Figure 1. Placement density heat map (run 1).
24 x 24 tiles, from white (low) to dark blue (high), 0 to 100% covered.
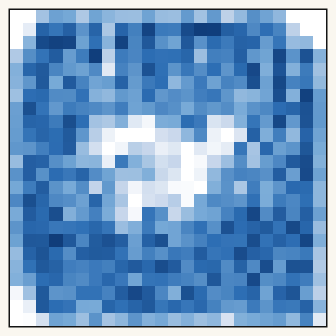
Figure 2. Placement by cell class (run 1).
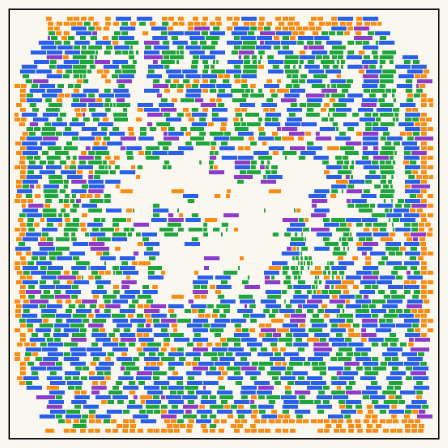
Figure 3. Sequential cells colored by netlist name (run 1).
The bar under the picture is 50 um long. Other sequential cells in the stronger gray, the rest of the logic in the fainter gray.
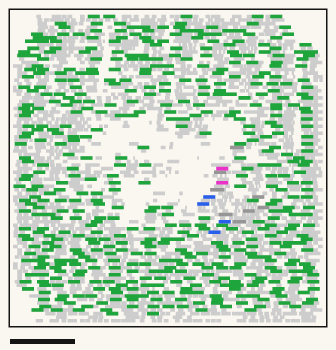
===== src/rtl/lw_sha_pkg.sv =====
`default_nettype none
// ============================================================================
// Module      : lw_sha_pkg
// Description : Shared SHA/HMAC definitions: digest modes, chunk counts per
//               mode, and the big-endian 32-bit chunk selector used by the
//               digest serializer.
// Revision    : 1.0 - initial release
// ============================================================================
package lw_sha_pkg;

  // Digest modes as presented by the engine
  typedef enum logic [2:0] {
    MODE_SHA256     = 3'd0,
    MODE_SHA224     = 3'd1,
    MODE_SHA512     = 3'd2,
    MODE_SHA384     = 3'd3,
    MODE_SHA512_256 = 3'd4,
    MODE_SHA512_224 = 3'd5
  } sha_mode_e;

  // Eight engine words, always held at 64 bits; 32-bit engines zero-extend
  typedef logic [7:0][63:0] digest_words_t;

  // Number of 32-bit output chunks per mode, indexed by sha_mode_e
  localparam logic [4:0] DIGEST_CHUNKS [6] = '{5'd8, 5'd7, 5'd16, 5'd12, 5'd8, 5'd7};

  // Index of the final chunk (N-1) for a mode
  function automatic logic [3:0] chunk_last_idx(input sha_mode_e mode);
    logic [4:0] n;
    n = 5'd8;
    case (mode)
      MODE_SHA256:     n = DIGEST_CHUNKS[0];
      MODE_SHA224:     n = DIGEST_CHUNKS[1];
      MODE_SHA512:     n = DIGEST_CHUNKS[2];
      MODE_SHA384:     n = DIGEST_CHUNKS[3];
      MODE_SHA512_256: n = DIGEST_CHUNKS[4];
      MODE_SHA512_224: n = DIGEST_CHUNKS[5];
      default:         n = 5'd8;
    endcase
    return 4'(n - 5'd1);
  endfunction

  // Chunk idx of the digest, big-endian (words[7] = H0 comes out first).
  // 32-bit modes use only the low half of each word; 64-bit modes emit
  // the upper half of a word before its lower half.
  function automatic logic [31:0] chunk_sel(input digest_words_t words,
                                            input sha_mode_e     mode,
                                            input logic [3:0]    idx);
    logic [63:0] w;
    logic [31:0] c;
    w = '0;
    c = '0;
    if (mode == MODE_SHA256 || mode == MODE_SHA224) begin
      w = words[3'd7 - idx[2:0]];
      c = w[31:0];
    end else begin
      w = words[3'd7 - idx[3:1]];
      c = idx[0] ? w[31:0] : w[63:32];
    end
    return c;
  endfunction

endpackage
`default_nettype wire


===== src/rtl/lw_digest_serializer.sv =====
`default_nettype none
// ============================================================================
// Module      : lw_digest_serializer
// Description : Captures the SHA engine digest on each rising done and
//               streams it big-endian as 32-bit chunks over valid/ready,
//               truncated to the selected mode's digest length.
// Revision    : 1.0 - initial release
// ============================================================================
module lw_digest_serializer
  import lw_sha_pkg::*;
#(
  parameter int WORD_SIZE = 64
) (
  input  logic                      clk_i,
  input  logic                      aresetn_i,
  input  logic                      done_i,
  input  logic [7:0][WORD_SIZE-1:0] hash_i,
  input  logic [2:0]                mode_i,
  input  logic                      abort_i,
  input  logic                      out_ready_i,
  output logic                      out_valid_o,
  output logic [31:0]               out_data_o,
  output logic                      out_last_o,
  output logic                      busy_o,
  output logic                      overrun_o,
  output logic                      mode_err_o
);

  typedef enum logic [0:0] {
    ST_IDLE   = 1'b0,
    ST_STREAM = 1'b1
  } state_e;

  state_e        r_state;
  logic          r_done_q;
  digest_words_t r_words;
  sha_mode_e     r_mode;
  logic [3:0]    r_idx;
  logic [3:0]    r_last_idx;
  logic          r_overrun;
  logic          r_mode_err;

  digest_words_t w_hash_ext;
  logic [2:0]    w_mode_eff;
  logic          w_mode_ok;
  logic          w_capture;
  logic          w_xfer;
  logic          w_final;

  // Normalise engine words to 64 bits and mask mode bits a 32-bit engine lacks
  generate
    if (WORD_SIZE == 64) begin : g_ws64
      assign w_hash_ext = hash_i;
      assign w_mode_eff = mode_i;
    end else begin : g_ws32
      for (genvar g = 0; g < 8; g++) begin : g_word
        assign w_hash_ext[g] = {32'h0, hash_i[g][31:0]};
      end
      assign w_mode_eff = {2'b00, mode_i[0]};
    end
  endgenerate

  assign w_mode_ok = (w_mode_eff <= 3'd5);
  assign w_capture = done_i & ~r_done_q;
  assign w_xfer    = (r_state == ST_STREAM) & out_ready_i;
  assign w_final   = w_xfer & (r_idx == r_last_idx);

  // Capture, stream and flag state machine
  always_ff @(posedge clk_i or negedge aresetn_i) begin
    if (!aresetn_i) begin
      r_state    <= ST_IDLE;
      r_done_q   <= 1'b0;
      r_words    <= '0;
      r_mode     <= MODE_SHA256;
      r_idx      <= 4'd0;
      r_last_idx <= 4'd0;
      r_overrun  <= 1'b0;
      r_mode_err <= 1'b0;
    end else begin
      r_done_q   <= done_i;
      r_overrun  <= 1'b0;
      r_mode_err <= 1'b0;
      if (abort_i) begin
        // Abort wins over any capture in the same cycle and raises no pulse
        r_state <= ST_IDLE;
        r_idx   <= 4'd0;
      end else begin
        case (r_state)
          ST_IDLE: begin
            if (w_capture) begin
              if (w_mode_ok) begin
                r_words    <= w_hash_ext;
                r_mode     <= sha_mode_e'(w_mode_eff);
                r_last_idx <= chunk_last_idx(sha_mode_e'(w_mode_eff));
                r_idx      <= 4'd0;
                r_state    <= ST_STREAM;
              end else begin
                r_mode_err <= 1'b1;
              end
            end
          end
          ST_STREAM: begin
            if (w_final) begin
              // Back-to-back: a digest arriving on the final transfer chains on
              if (w_capture && w_mode_ok) begin
                r_words    <= w_hash_ext;
                r_mode     <= sha_mode_e'(w_mode_eff);
                r_last_idx <= chunk_last_idx(sha_mode_e'(w_mode_eff));
                r_idx      <= 4'd0;
              end else begin
                r_mode_err <= w_capture;
                r_idx      <= 4'd0;
                r_state    <= ST_IDLE;
              end
            end else begin
              if (w_xfer) begin
                r_idx <= r_idx + 4'd1;
              end
              // A digest arriving mid-stream is dropped and reported
              r_overrun <= w_capture;
            end
          end
          default: begin
            r_state <= ST_IDLE;
            r_idx   <= 4'd0;
          end
        endcase
      end
    end
  end

  assign out_valid_o = (r_state == ST_STREAM);
  assign busy_o      = (r_state == ST_STREAM);
  assign out_data_o  = out_valid_o ? chunk_sel(r_words, r_mode, r_idx) : 32'h0;
  assign out_last_o  = out_valid_o & (r_idx == r_last_idx);
  assign overrun_o   = r_overrun;
  assign mode_err_o  = r_mode_err;

endmodule
`default_nettype wire


===== config.mk =====
export PLATFORM = sky130hd
export DESIGN_NAME = lw_digest_serializer
export DESIGN_NICKNAME = d
export VERILOG_FILES = /design/src/rtl/lw_sha_pkg.sv /design/src/rtl/lw_digest_serializer.sv
export SDC_FILE = /design/constraint.sdc
export NUM_CORES = 1
export LEC_CHECK = 0
export CORE_MARGIN = 2
export CORE_UTILIZATION = 45
export CTS_BUF_LIST = sky130_fd_sc_hd__clkbuf_4 sky130_fd_sc_hd__clkbuf_8 sky130_fd_sc_hd__clkbuf_16
export CTS_CLUSTER_DIAMETER = 40
export DETAILED_ROUTE_END_ITERATION = 7
export PLACE_DENSITY = 0.72
export SETUP_SLACK_MARGIN = 0.02
export SLEW_MARGIN = 40
export SYNTH_ARGS = -nofsm -noshare
export SYNTH_HDL_FRONTEND = slang
export SYNTH_SLANG_ARGS = --single-unit

===== constraint.sdc =====
create_clock -name clk_i -period 4.7 [get_ports clk_i]
set_clock_uncertainty 0.05 [all_clocks]
set_input_delay 0.94 -clock clk_i [delete_from_list [all_inputs] [get_ports clk_i]]
set_output_delay 0.94 -clock clk_i [all_outputs]
set_load 0.05 [all_outputs]

==> results_slide.txt, run 1 <==
Key Metrics from the Run

Synth
  • Top-count cell post-synth: dfrtp_1
  • Syn Nets: 2,133
  • Top area contributor share: 51.2%
  • Adder Share, Synth: 0.0973%
  • Ys cells: 1,611
  • Number of synthesized flops with an enable pin: 0
  • Top non-seq family: multiplexers
  • Multiplexer share: 40.7%
  • XOR/XNOR Area Share: 0.170%
  • Ao+oa area frac: 2.89%
  • Yosys reg bits: 526
  • Distinct lib cells: 42
  • Post-synth top cells: dfrtp_1, mux2_2, mux4_2
  • Cell Area, Synth: 25,700 um2
  • Asr flop ratio synth: 100%

Clocking
  • TritonCTS buffer count: 87
  • TritonCTS clock tree: built
  • Clk latency late pin: 0.62 ns

Final timing
  • Relative slew margins: 51.7%
  • Max Clock Freq: 227 MHz
  • Post-layout period usage of the worst path: 93.9%
  • RSZ-0062 raised after global routing: no
  • Final Slew Violations: 0
  • Setup_tns: 0 ns

Layout
  • Multi-input logic area: 11,700 um2
  • Finished Layout Cells: 3,030
  • #MultiIn Comb: 951
  • Area-dominant class: flip-flops and latches
  • Clk_buf instances: 100
  • Area grow syn2layout: 37.4%
  • Comb/total area: 33.2%
  • Top Layout Cells: clkdlybuf4s50_1, dfrtp_1, mux2_2
  • Fraction of area in non-clock buffers: 17.6%
  • Biggest regs: r_words: 512 flops, r_idx: 4 flops, r_last_idx: 4 flops
  • Reg area: 13,200 um2
  • Clock network area share: 8.96%

Route
  • Wire per inst: 26.3 um
  • WL met3: 4.97 mm
  • Initial DRC Count: 916
  • Post-Route WL: 79.7 mm
  • Wl on met1: 30.9 mm
  • Highest routed layer: met5
  • DRC: 0
  • Total number of vias: 17.3k
  • Antenna Nets Post-Route: 0

Job
  • Maxcap violations: 0

Floorplanning
  • Tap cells: 756
  • CORE AREA: 56,400 um2
  • Core Density at Floorplan: 45.6%
  • Die width: 243 um
  • Io pins: 557
  • Die Area: 59,100 um2
  • Row count: 87
  • Die Ht: 243 um

Global routing
  • Met2 usage: 45.2%
  • GRT Residual Overflow: 0
  • Met3 GRT Util: 7.28%
  • Met1 Usage GRT: 32.5%
  • Busiest grt layer: met2
  • All-Layer GR Usage: 27.0%
  • Maximum number of pins on one net before global-route repair: 85

Power and ir drop
  • Clock Power Share: 41.2%
  • Sw Share: 26.4%
  • Maximum VDD drop: 287 uV
  • Reg power frac: 40.0%

Worst setup path
  • Cell family with most CP delay: buffers and inverters
  • Worst R2R Setup Slack: 1.38 ns
  • Critical path depth: 5
  • Critical path origin: r_idx[0]
  • Critical Path End: out_data_o[23]
  • Crit Path Max Fanout: 41
  • CP max-delay cell: clkdlybuf4s50_1
  • WP data required: 3.71 ns

Placement
  • Detailed placer's ending HPWL: 57.8 mm

Status
  • Status: completed
-- Figure 1 (at the start) --
tiles over 75% full: 26%
mean over tiles: 58%
emptiest ninth of the die: center

-- Figure 2 (at the start) --
[green] combinational and other logic | cells: 957 | share of their area: 34%
[blue] sequential cells | cells: 526 | share of their area: 38%
[orange] remaining buffers and delay cells | cells: 611 | share of their area: 18%
[purple] clock drivers and dummy loads | cells: 161 | share of their area: 9.2%

-- Figure 3 (at the start) --
[blue] r_last_idx | sequential cells: 4
[magenta] r_mode | sequential cells: 2
[green] r_words | sequential cells: 512 | where: all over the die
not colored: 8

run 1: power groups by stage:
stage | sequential, mW | combinational (mW) | clock (mW)
floorplan | 6.30 | 2.13 | 0
global placement | 6.59 | 3.04 | 0
detailed placement | 6.67 | 3.13 | 0
CTS | 6.61 | 3.16 | 6.96
global route | 6.76 | 3.33 | 7.18
finish | 6.63 | 3.11 | 6.83
run 1: per-stage QoR:
stage          area, um2  setup WS (ns)  util, %  hold WS [ns]  power [mW]
2_1_floorplan      25700           1.42        -         0.383        8.42
3_3_place_gp       32100          0.723     56.9         0.414        9.64
3_5_place_dp       32100          0.695     56.9         0.418        9.80
4_1_cts            35300          0.224     62.6         0.286        16.7
5_1_grt            35300          0.128     62.6         0.323        17.3
6_report           35300          0.289     62.6         0.283        16.6
==> inputs of run 2 (changes only) <==
--- a/config.mk
+++ b/config.mk
@@ -10,7 +10,7 @@
 export CTS_BUF_LIST = sky130_fd_sc_hd__clkbuf_4 sky130_fd_sc_hd__clkbuf_8 sky130_fd_sc_hd__clkbuf_16
 export CTS_CLUSTER_DIAMETER = 40
 export DETAILED_ROUTE_END_ITERATION = 7
-export PLACE_DENSITY = 0.72
+export DONT_BUFFER_PORTS = 1
 export SETUP_SLACK_MARGIN = 0.02
 export SLEW_MARGIN = 40
 export SYNTH_ARGS = -nofsm -noshare
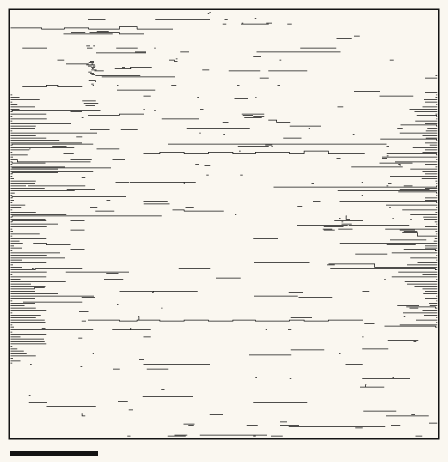
Figure 4: run 2, M3 wires.
The bar under the picture is 50 um long.
nets with wire on the layer: 327
longest straight run: 124 um
wire length on this layer: 5,930 um

==> run 2 against run 1 <==
Critical endpoint is now out_data_o[16]. Largest cell class unchanged. Largest power group unchanged. Wire length down 6.1%. The run now ends with slew limit left. Highest routed layer unchanged. Clock power about the same. Count of clock-buffer cells in the layout rose by 5. Utilization fell by 9.1 points. Combinational power shrank 14%. Global-route usage fell by 1.6 points.
==> results_slide.txt, run 2 <==
Key Metrics from the Run

Floorplanning
  • Io pins: 557
  • Row count: 87
  • Core Density at Floorplan: 45.6%
  • Tap cells: 756
  • Die Area: 59,100 um2
  • Die Ht: 243 um
  • CORE AREA: 56,400 um2
  • Die width: 243 um

Synth
  • Synthesis Warnings: 0
  • Ao+oa area frac: 2.89%
  • Synthesis area per yosys: 25,700 um2
  • Post-synth top cells: dfrtp_1, mux2_2, mux4_2
  • Multiplexer share: 40.7%
  • Simple share: 1.64%
  • Number of synthesized flops with an enable pin: 0
  • Commonest register cell after synthesis: dfrtp_1
  • Synth Instances: 1,611
  • Top-count cell post-synth: dfrtp_1
  • Top area contributor share: 51.2%
  • Adder Share, Synth: 0.0973%
  • Sequential area share after synthesis: 51.2%
  • Distinct lib cells: 42
  • Ys cells: 1,611
  • Yosys reg bits: 526
  • Top non-seq family: multiplexers
  • Asr flop ratio synth: 100%
  • Syn avg cell area: 16.0 um2
  • XOR/XNOR Area Share: 0.170%
  • Syn Nets: 2,133
  • Main area contributors: dfrtp_1, mux2_2, mux4_2, mux2_1, mux2i_1
  • Yosys top cell by area: dfrtp_1
  • Cell Area, Synth: 25,700 um2

Global routing
  • Number of global-route vias before repair: 16.4k
  • First-pass GRT wire length: 110 mm
  • Initial antenna violation count: 53
  • Met3 GRT Util: 9.02%
  • Met2 usage: 42.5%
  • Met1 Usage GRT: 29.7%
  • All-Layer GR Usage: 25.4%
  • Maximum number of pins on one net before global-route repair: 527
  • Busiest grt layer: met2
  • GRT Residual Overflow: 0

Route
  • Via density per instance: 6.03
  • Wire per inst: 29.8 um
  • DR pass1 iterations: 5
  • Total number of vias: 15.1k
  • Post-Route WL: 74.8 mm
  • Wl on met1: 27.9 mm
  • Highest routed layer: met5
  • DRC: 0
  • WL met2: 37.9 mm
  • WL met3: 5.93 mm
  • Initial DRC Count: 1,119
  • Antenna Nets Post-Route: 0

Layout
  • Clk_buf instances: 105
  • Clock network area share: 10.7%
  • Final net count: 2,167
  • Area grow syn2layout: 17.3%
  • Comb/total area: 38.9%
  • Diode count: 30
  • Non-clock inverter count: 6
  • Nonclk buf count: 69
  • Multi-input logic area: 11,700 um2
  • FF+latch count: 526
  • Fraction of area in non-clock buffers: 3.28%
  • Biggest regs: r_words: 512 flops, r_idx: 4 flops, r_last_idx: 4 flops
  • Area-dominant class: flip-flops and latches
  • Max reg flops: 512
  • #MultiIn Comb: 951
  • Top Layout Cells: dfrtp_1, mux2_2, mux4_2
  • Finished Layout Cells: 2,510
  • Share of layout cells above drive strength 1: 50.3%
  • Fill cells: 4,614
  • Reg area: 13,200 um2
  • Design Area, Final: 30,200 um2
  • Most frequent logic cell in the layout: dfrtp_1
  • Biggest register: r_words
  • Final Util: 53.5%
  • Seq area share: 43.7%

Final timing
  • Hold Slack: 0.0793 ns
  • Setup_tns: 0 ns
  • Final setup fails: 0
  • Relative slew margins: -19.3%
  • RSZ-0062 raised after global routing: no
  • Slew @ Worst Pin: 1.79 ns
  • Max Clock Freq: 226 MHz
  • Fin crit period: 4.43 ns
  • Post-layout period usage of the worst path: 94.2%
  • Final Hold Viols: 0
  • Final Slew Violations: 167
  • Setup ws final: 0.271 ns

Power and ir drop
  • P_seq: 6.62 mW
  • Pwr/cell area: 533 nW/um2
  • Clock group power: 6.80 mW
  • Leak Pwr: 11.7 nW
  • Logic pwr share: 16.6%
  • Internal: 11.8 mW
  • Maximum VDD drop: 369 uV
  • Leading power group: the clock network
  • Switching pwr: 4.34 mW
  • Logic power comb: 2.68 mW
  • Sw Share: 26.9%
  • PnR Total Power: 16.1 mW
  • Clock Power Share: 42.2%
  • Reg power frac: 41.1%

Worst setup path
  • Slowest stage delay, CP: 0.85 ns
  • CP max-delay cell: dfrtp_4
  • Crit. End Element: primary output
  • CP arrival: 3.44 ns
  • CP Launch Type: flop
  • WP data required: 3.71 ns
  • Worst path cell trace: buf_12 -> buf_4 -> mux4_2 -> a32oi_1 -> o211ai_1 -> buf_12
  • Crit Path Category: flop to primary output
  • Worst Path Buf+Inv: 3
  • Crit Path Max Fanout: 29
  • Cell family with most CP delay: buffers and inverters
  • Crit-path most repeated cell: buf_12

Min path
  • HP Class: primary input to async pin

Clocking
  • CTS resizes: 0
  • TritonCTS buffer count: 91
  • Clk latency late pin: 0.62 ns
  • Worst-case clock buffer depth: 3
  • TritonCTS clock tree: built
  • Total clock sinks: 526
  • Clock slew seen by the registers of the worst setup and hold paths: 0.06 ns
  • Post-CTS Setup Bufs: 0
  • H-tree depth: 3
  • Root Buffer: clkbuf_16

Status
  • Violated checks: slew limit
  • Status: finished with violations

Placement
  • Placed Area: 26,800 um2
  • Detailed placer's ending HPWL: 53.5 mm
  • I/O Buffers: 0
  • GP Congestion: 0.831
  • Placement Setup Slack: 0.864 ns
  • Cells after DPL: 2,305

Job
  • Maxcap violations: 0
  • OpenROAD warning count: 35
[run 2: netlist changes by cell type in the layout (fill, tap and decap cells not counted), moves of 3 or more]
cell             previous run  this run
buf_12                     22        32
buf_16                      0         3
buf_4                      45        32
bufinv_16                  13         8
clkbuf_16                  91        94
clkbuf_4                    3         6
clkdlybuf4s50_1           543         0
clkinv_4                    9        14
diode_2                    19        30
[run 2: final timing paths]
check / from / to / slack (ns) / cells past startpoint
hold / removal: aresetn_i / r_words[178] / 0.08 / 0
setup / recovery: r_idx[1] / out_data_o[16] / 0.27 / 6
hold reg to reg: r_done_q / overrun_o / 0.43 / 1
min in group clk_i: done_i / r_done_q / 0.30 / 0
max in group asynchronous: aresetn_i / r_words[27] / 3.19 / 0
setup reg to reg: r_idx[2] / r_words[73] / 1.12 / 7
Power is estimated from default activity; no workload was simulated.
